Design q2_lcd, sky130hd; sources not shown.
Fig. 1: run 1, layout detail
Window x 25 to 55, y 66 to 96 µm. Cells in gray, sequential cells in the stronger gray; small squares are vias.
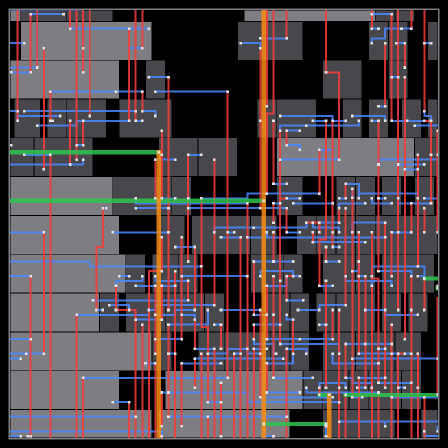
| color | layer |
|---|---|
| orange | metal 4 |
| green | metal 3 |
| red | metal 2 |
| blue | metal 1 |
cells with their middle in the window: 81
most frequent: nand2_1 (18), nor2_1 (8), edfxtp_1 (7)
sequential cells in the window: 12

Fig. 2: run 1, logic cells by family
(4 px per µm)
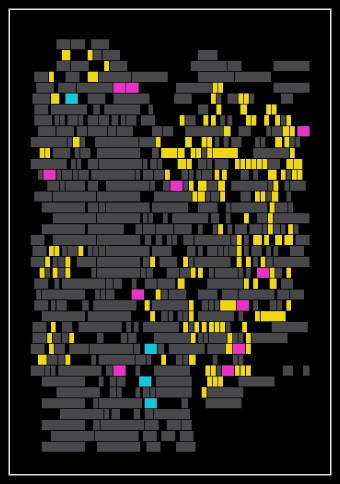
| color | family | cells |
|---|---|---|
| magenta | xor and xnor cells | 11 |
| yellow | nand cells | 140 |
| cyan | non-inverting ao/oa cells | 4 |
logic share of the area: 34.79%
Finished Layout Cells: 612
most numerous logic cell after layout: nand2_1

Fig. 3: run 1, metal layers overlaid
(3 px per µm) Only two layers are drawn.
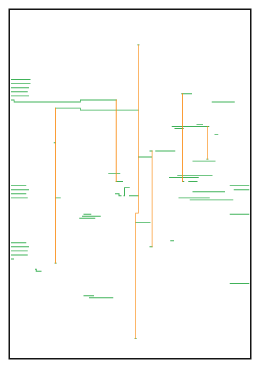
| color | layer | wire length |
|---|---|---|
| green | metal 3 | 318 µm |
| orange | metal 4 | 250 µm |
All-Layer GR Usage: 20.25%
WL/cell: 14.66 µm
final wirelength: 8972 µm

==> results.json, run 1 <==
{
  "outcome": "complete, no violations",
  "grt_pass1_vias": 3280,
  "leakage_nw": 2.175,
  "grt_max_degree": 42,
  "cp_num_cells": 11,
  "fp_util_pct": 55.42,
  "dr_wl_met2_um": 5110,
  "cpPeakStageDelay_ns": 0.46,
  "p_clk_share_pct": 19.5,
  "area_growth_pct": 20.77,
  "grt_first_pass_wirelength_um": 14480,
  "fp_nets": 486,
  "yosysWarnings": 0,
  "place.gp.congestion": 0.8623,
  "power.internal_mw": 2.475,
  "ys_types": 41,
  "synth_seq_share_pct": 52.64,
  "fill_cells": 577,
  "cap_violations": 0,
  "p_total_mw": 4.103,
  "swShare_pct": 39.67,
  "aoi_share_pct": 10.56,
  "setup_viol": 0,
  "setup_tns_ns": 0,
  "critPathKind": "in2reg",
  "top_cell": "nand2_1",
  "placedCellCount": 595,
  "seqPwrFrac_pct": 40.9,
  "ff_type": "dfrtp_1",
  "rsz0062_at_grt": "yes",
  "synthSimpleGateAreaFrac_pct": 23.68,
  "reg2reg_slack_ns": 0.27,
  "maxSlewViolCount": 0,
  "max_freq_mhz": 401.1,
  "hold_violations": 0,
  "reg2reg_depth": 10,
  "placed_area_um2": 4604,
  "hp-class": "in2async",
  "clock_latency_ns": 0.35,
  "ys_area_um2": 4005,
  "clock-sinks": 77,
  "xor_area_share_pct": 2.405,
  "rows": 38,
  "ys_sh_adder_pct": 4.249,
  "combPwrFrac_pct": 39.6,
  "required_ns": 2.59
}
## run 1: final cells by class
| class | instances | area share (%) |
|---|---|---|
| Inverter | 55 | 4.320 |
| Timing Repair Buffer | 58 | 11.23 |
| Multi-Input combinational cell | 306 | 34.79 |
| Sequential cell | 77 | 43.61 |
| Tap cell | 100 | 2.587 |
| Clock inverter | 6 | 0.8277 |
| Clock buffer | 10 | 2.638 |
## run 1: layout by cell type, fill, tap and decap left out, types with 2 or more instances in the layout
cell type,n
dlymetal6s2s_1,10
nand2_4,2
buf_4,23
o21ai_0,28
clkinvlp_4,4
a21oi_1,5
o22ai_1,6
nand2_1,110
inv_2,7
inv_1,47
o21ai_1,2
o211ai_1,5
clkbuf_8,9
nor3_1,2
o221ai_1,2
nor2_4,3
clkdlybuf4s50_1,24
nor2_1,59
xor2_1,9
nand2_2,3
a21boi_1,2
a21oi_2,2
nor2_2,5
nand3_4,2
clkinv_2,2
edfxtp_1,36
dfrtp_1,39
nand4_1,6
xnor2_1,2
nor3_2,3
o2111ai_1,8
a22o_1,3
nand3_1,16
ha_1,11
## run 1: power by group through the flow
stage	Clock, mW	Sequential (mW)	Combinational [mW]
4_1_cts	0.827	1.67	1.60
6_report	0.800	1.68	1.63
3_5_place_dp	0	1.70	1.59
5_1_grt	0.877	1.71	1.79
2_1_floorplan	0	1.69	1.05
3_3_place_gp	0	1.69	1.53
## run 1: worst reg2reg max path, delay by kind of cell, from the launching register on
kind | cells | cell delay, ns
XOR/XNOR | 1 | 0.17
flip-flops | 1 | 0.45
AND/OR/NAND/NOR | 2 | 0.24
adder cells (fa/ha/maj) | 2 | 0.54
AND-OR/OR-AND | 2 | 0.27
buffers and inverters | 3 | 0.30
==> run 2: changes to the inputs <==
--- a/config.mk
+++ b/config.mk
@@ -6,12 +6,14 @@
 export NUM_CORES = 1
 export LEC_CHECK = 0
 export ABC_AREA = 1
-export CAP_MARGIN = 30
-export CORE_AREA = 5 5 75 111
+export CELL_PAD_IN_SITES_DETAIL_PLACEMENT = 1
+export CELL_PAD_IN_SITES_GLOBAL_PLACEMENT = 1
+export CORE_AREA = 5 5 84 125
 export CTS_CLUSTER_DIAMETER = 150
 export DETAILED_ROUTE_END_ITERATION = 16
-export DIE_AREA = 0 0 80 116
-export PLACE_DENSITY = 0.84
+export DIE_AREA = 0 0 89 130
+export HOLD_SLACK_MARGIN = 0.15
+export PLACE_DENSITY = 0.85
 export SKIP_CTS_REPAIR_TIMING = 1
 export SLEW_MARGIN = 20
 export SYNTH_ARGS = -nofsm -noshare
Fig. 4: run 2, logic cells by family
(4 px per µm)
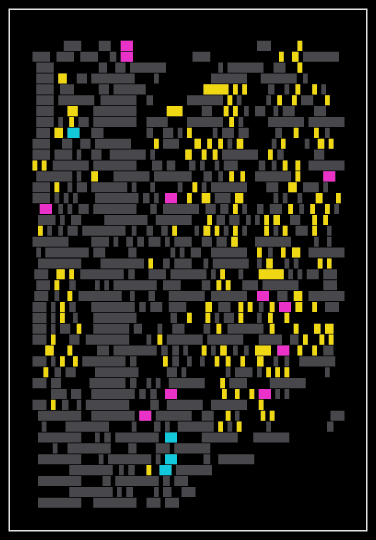
| color | family | cells |
|---|---|---|
| magenta | xor and xnor cells | 11 |
| cyan | non-inverting ao/oa cells | 4 |
| yellow | nand cells | 140 |
logic share of the area: 33.74%
Finished Layout Cells: 625

Fig. 5: run 2, congestion heat map
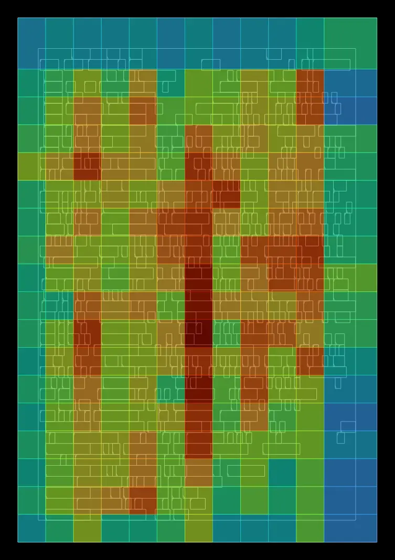
Finished Core Util: 54.33%
GRT met1 Usage: 19.83%
GR Util met3: 2.969%

==> results.json, run 2 <==
{
  "hold_violations": 0,
  "top_cells_by_count": "110 x nand2_1, 61 x nor2_1, 49 x inv_1, 40 x dfrtp_1, 36 x edfxtp_1",
  "synthSimpleGateAreaFrac_pct": 23.68,
  "place.gp.congestion": 0.8574,
  "period_used_pct": 96.88,
  "synth_seq_share_pct": 52.64,
  "grt_first_pass_wirelength_um": 16990,
  "yosysWarnings": 0,
  "fill_cells": 1074,
  "grt_max_degree": 21,
  "hp-class": "in2reg",
  "fp_util_pct": 43.53,
  "ys_area_um2": 4005,
  "fp_nets": 486,
  "mostFrequentLayoutCell": "nand2_1",
  "clock_latency_ns": 0.34,
  "top_cell": "nand2_1",
  "log.warning_count": 37,
  "area_growth_pct": 24.80,
  "placedCellCount": 606,
  "switching_power_mw": 1.791,
  "outcome": "complete, no violations",
  "clk_pin_slew_worst_paths_ns": 0.06,
  "reg2reg_slack_ns": 0.21,
  "cap_violations": 0,
  "maxSlewViolCount": 0,
  "leakage_nw": 2.291,
  "ff_type": "dfrtp_1",
  "layout_top_cells": "109 x nand2_1, 60 x nor2_1, 47 x inv_1, 40 x dfrtp_1, 36 x edfxtp_1",
  "xor_area_share_pct": 2.405,
  "critPathKind": "in2reg",
  "reg2reg_depth": 8,
  "worst_slack_ns": 0.07799,
  "p_clk_share_pct": 27.5,
  "max_freq_mhz": 412.9,
  "cp-end-kind": "flop",
  "seqPwrFrac_pct": 36.5,
  "swShare_pct": 38.92,
  "aoi_share_pct": 10.56,
  "p_total_mw": 4.601,
  "clock-sinks": 77,
  "busiest_layer": "met2",
  "ys_types": 41,
  "rows": 43,
  "required_ns": 2.57,
  "ys_sh_adder_pct": 4.249,
  "comb_area_um2": 1687,
  "setup_viol": 0,
  "wirelength_um": 10460
}
Fig. 6: run 2, metal layers overlaid
(3 px per µm) Only two layers are drawn.
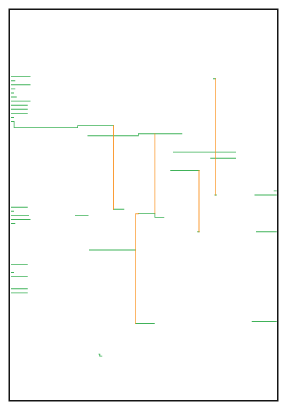
| color | layer | wire length |
|---|---|---|
| green | metal 3 | 252 µm |
| orange | metal 4 | 151 µm |
WL/cell: 16.73 µm
All-Layer GR Usage: 19.26%

run 2: cell counts after synthesis:
No cell type changed its count.
run 2: critical path, stage by stage:
cell and delay (ns):
clkdlybuf4s50_1 0.48, inv_1 0.08, nor2_4 0.11, nand2_2 0.07, nand3_1 0.13, inv_2 0.07, ha_4 0.17, inv_4 0.05
fa_2 0.42, mux2_4 0.28
run 2: kinds of logic (layout without fill, tap and decap cells):
logic type	after synthesis	in the layout
simple gates	214	214
flops	77	77
compound gates	67	67
buf+inv	63	130
fa+ha+maj	13	13
xor+xnor	11	11
mux	1	1
run 2: per-layer routing:
metal	part of all wire (%)	wire (µm)
met5	0	0
met4	1.4	151
met3	2.4	252
met2	59	6198
met1	37	3853
run 2: per-stage QoR:
step                area, µm²  TNS [ns]
floorplan                4010         0
global placement         4612   -0.9287
detailed placement       4612    -4.714
CTS                      4901   -0.5505
global route             4999  -0.07953
finish                   4999         0
run 2: area by class of cell:
| type | count | share of cell area [%] |
|---|---|---|
| Tap cell | 112 | 2.803 |
| Sequential cell | 77 | 42.18 |
| Multi-Input combinational cell | 306 | 33.74 |
| Clock inverter | 7 | 1.277 |
| Inverter | 55 | 4.230 |
| Clock buffer | 9 | 4.506 |
| Timing Repair Buffer | 59 | 11.26 |
run 2: power by group through the flow:
stage	clock network, mW	logic [mW]	registers, mW
floorplan	0	1.05	1.69
global placement	0	1.56	1.69
detailed placement	0	1.65	1.70
CTS	1.28	1.65	1.68
global route	1.34	1.87	1.70
finish	1.26	1.66	1.68
Power is estimated from default activity; no workload was simulated.
